**Clock wires, drivers and flops**

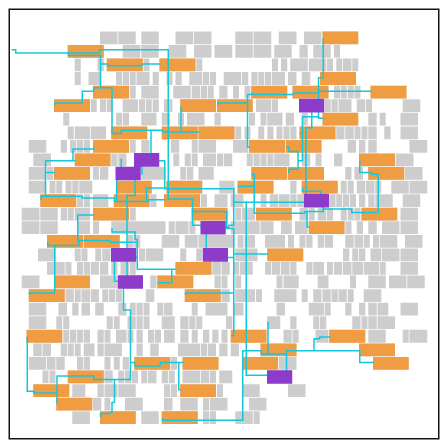
**Cell classes on the final placement**

The bar under the picture is 20 um long.
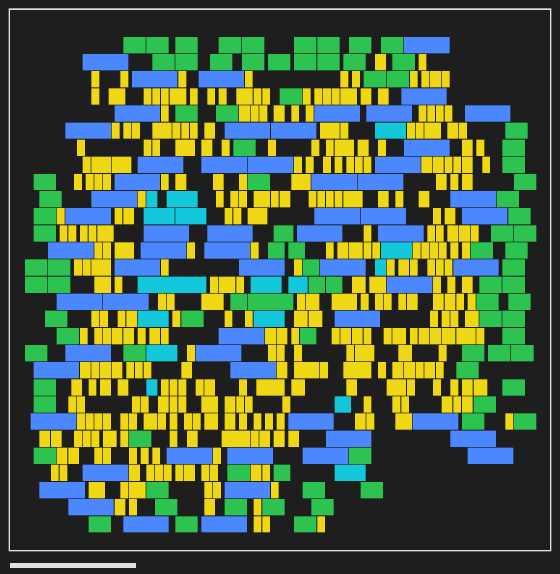
**Metal 1**

Supply wires on this layer in gray.
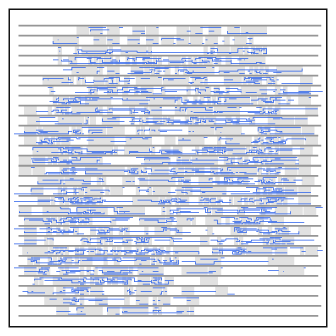
**Cells by drive strength**

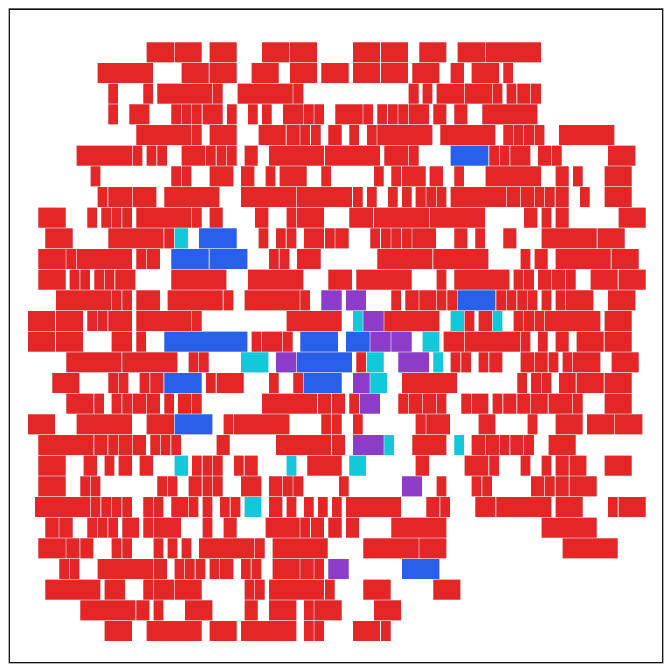
$ cat src/rtl/instr_mem_writer.sv
// instr_mem_writer: accepts 32-bit instruction words over a valid/ready
// handshake and writes them big-endian, one byte per cycle, into a
// byte-wide instruction memory. Back-to-back words stream with no idle gap.
// Optional feature macro: INSTR_WR_BOUNDS_EN rejects words whose four bytes
// would run past the top of memory (sets the sticky err flag instead).

module instr_mem_writer #(
  parameter int ADDR_W = 10
) (
  input  logic              clk,
  input  logic              rst,
  input  logic              in_valid,
  output logic              in_ready,
  input  logic [31:0]       in_addr,
  input  logic [31:0]       in_data,
  output logic              mem_we,
  output logic [ADDR_W-1:0] mem_a,
  output logic [7:0]        mem_d,
  output logic              busy,
  output logic [15:0]       words_written,
  output logic              err
);

  typedef enum logic {
    IDLE,
    WR
  } state_t;

  state_t      state;
  state_t      state_next;
  logic [1:0]  lane;
  logic [1:0]  lane_next;
  logic        accept;
  logic        reject;
  logic        load;
  logic        advance;
  logic [31:0] data_q;

  // Address bits above the memory size are intentionally ignored.
  logic unused_addr;
  assign unused_addr = ^in_addr[31:ADDR_W];

`ifdef INSTR_WR_BOUNDS_EN
  // Highest start address whose four bytes still fit below the top of memory.
  localparam logic [ADDR_W-1:0] LAST_OK = ADDR_W'((2 ** ADDR_W) - 4);
`endif

  // Next-state, handshake and strobe decode; outputs depend only on state.
  always_comb begin
    state_next = state;
    lane_next  = lane;
    load       = 1'b0;
    advance    = 1'b0;
    in_ready   = (state == IDLE) || (lane == 2'd3);
    mem_we     = (state == WR);
    busy       = (state == WR);
    accept     = in_valid && in_ready;
`ifdef INSTR_WR_BOUNDS_EN
    reject     = in_addr[ADDR_W-1:0] > LAST_OK;
`else
    reject     = 1'b0;
`endif
    case (state)
      IDLE: begin
        if (accept && !reject) begin
          state_next = WR;
          lane_next  = 2'd0;
          load       = 1'b1;
        end
      end
      WR: begin
        if (lane != 2'd3) begin
          lane_next = lane + 2'd1;
          advance   = 1'b1;
        end else if (accept && !reject) begin
          lane_next = 2'd0;
          load      = 1'b1;
        end else begin
          state_next = IDLE;
          lane_next  = 2'd0;
        end
      end
      default: begin
        state_next = IDLE;
        lane_next  = 2'd0;
      end
    endcase
  end

  // State and lane registers.
  always_ff @(posedge clk) begin
    if (rst) begin
      state <= IDLE;
      lane  <= 2'd0;
    end else begin
      state <= state_next;
      lane  <= lane_next;
    end
  end

  // Byte datapath: load the MSB on accept, then shift out one byte per lane.
  always_ff @(posedge clk) begin
    if (rst) begin
      mem_a         <= '0;
      mem_d         <= 8'h00;
      data_q        <= 32'h0;
      words_written <= 16'h0;
      err           <= 1'b0;
    end else begin
      if (load) begin
        mem_a  <= in_addr[ADDR_W-1:0];
        mem_d  <= in_data[31:24];
        data_q <= {in_data[23:0], 8'h00};
      end else if (advance) begin
        mem_a  <= mem_a + 1'b1;
        mem_d  <= data_q[31:24];
        data_q <= {data_q[23:0], 8'h00};
      end
      if ((state == WR) && (lane == 2'd3)) begin
        words_written <= words_written + 16'd1;
      end
      if (accept && reject) begin
        err <= 1'b1;
      end
    end
  end

endmodule

$ cat config.mk
export PLATFORM = sky130hd
export DESIGN_NAME = instr_mem_writer
export DESIGN_NICKNAME = d
export VERILOG_FILES = /design/src/rtl/instr_mem_writer.sv
export SDC_FILE = /design/constraint.sdc
export NUM_CORES = 1
export LEC_CHECK = 0
export ABC_AREA = 1
export CAP_MARGIN = 10
export CORE_MARGIN = 2
export CORE_UTILIZATION = 44
export DETAILED_ROUTE_END_ITERATION = 12
export GPL_ROUTABILITY_DRIVEN = 0
export PLACE_DENSITY = 0.78
export SYNTH_ARGS = -nofsm -noshare
export SYNTH_HDL_FRONTEND = slang
export SYNTH_SLANG_ARGS = --single-unit
$ cat constraint.sdc
create_clock -name clk -period 2.25 [get_ports clk]
set_clock_uncertainty 0.2 [all_clocks]
set_input_delay 0.45 -clock clk [delete_from_list [all_inputs] [get_ports clk]]
set_output_delay 0.45 -clock clk [all_outputs]
set_load 0.02 [all_outputs]
==> CHANGELOG.md <==
### Changed

* Gate count after technology mapping at 429
* Largest net degree at the start of global routing at 30
* Tap Count at 77
* Failing checks: design-rule violations
* Flop2flop setup slack at 0.34 ns
* Yosys xor share at 0.00892
* Crit path cell chain: clkdlybuf4s50_1
* Clk buf depth at 2
* Hold path endpoint: data_q[13]$_SDFFE_PP0P_
* Arrival time worst endpoint at 1.46 ns
* Fillers at 589
* Ys flops at 61
* DP Wirelength at 5310 um
* Status: finished with violations
* Total power at 2.54 mW
* CP Capture Type: output port
* WL/cell at 12.6 um
* Yosys cell types at 31
* Setup Buffers After CTS at 0
* Clock root buffer: clkbuf_8
* Yosys simple share at 0.266
* Via count at 2945
* Synth top cell by count: nand2_1
* Reg2reg end: data_q[12]$_SDFFE_PP0P_
* Share of post-route cells with drive strength above 1 at 0.0771
* Logic share of the area at 0.330
* Register-to-Register Path Depth at 8
* Crit Path Max Fanout at 7
* Critical path launch point: words_written[3]$_SDFFE_PP0P_
* Worst Path Buf+Inv at 1
* Inverter count at 77
* DRC Markers at 6
* Routed met3 length at 468 um
* CP max-delay cell: clkdlybuf4s50_1
* Flop share of the area at 0.303
* Top-area cell share at 0.415
-- 'clock wires, drivers and flops' (at the start) --
[clock drivers] purple | count: 9
[clock wires] cyan | length: 828 um
[flip-flops] orange | count: 61
flops lie: widely spread
routed clock nets: 10

-- 'cell classes on the final placement' (at the start) --
| class | color | cells | share of their area |
|---|---|---|---|
| clock drivers and dummy loads | cyan | 16 | 5.1% |
| combinational and other logic | yellow | 352 | 41% |
| sequential cells | blue | 61 | 31% |
| remaining buffers and delay cells | green | 90 | 23% |

-- 'metal 1' (at the start) --
share of all routed wire: 46%
nets with wire on the layer: 505

-- 'cells by drive strength' (at the start) --
| size | color | cells | share |
|---|---|---|---|
| _6 and larger | blue | 13 | 2.5% |
| _2 cells | cyan | 15 | 2.9% |
| _0 and _1 cells | red | 479 | 92% |
| _3 and _4 cells | purple | 12 | 2.3% |
post-route cell area: 4030 um^2
area added between synthesis and finish: 36.7%

==> per-stage QoR <==
stage	hold WS [ns]	setup WS, ns
global placement	0.245	0.185
CTS	0.261	0.129
floorplan	0.234	0.564
detailed placement	0.247	0.111
global route	0.306	0.0723
finish	0.261	0.137
==> state kept, by name (all words and copies together) (netlist names) <==
signal,count
busy,1
data_q,24
lane,2
mem_a,10
mem_d,8
words_written,16
==> power groups by stage <==
stage / Clock (mW) / Combinational (mW) / Sequential, mW
detailed placement: 0 / 0.391 / 1.19
finish: 0.984 / 0.392 / 1.16
CTS: 1.00 / 0.394 / 1.16
global placement: 0 / 0.386 / 1.19
global route: 1.05 / 0.432 / 1.17
floorplan: 0 / 0.188 / 1.21
No activity file was given, so power comes from the tool's default toggle rates.
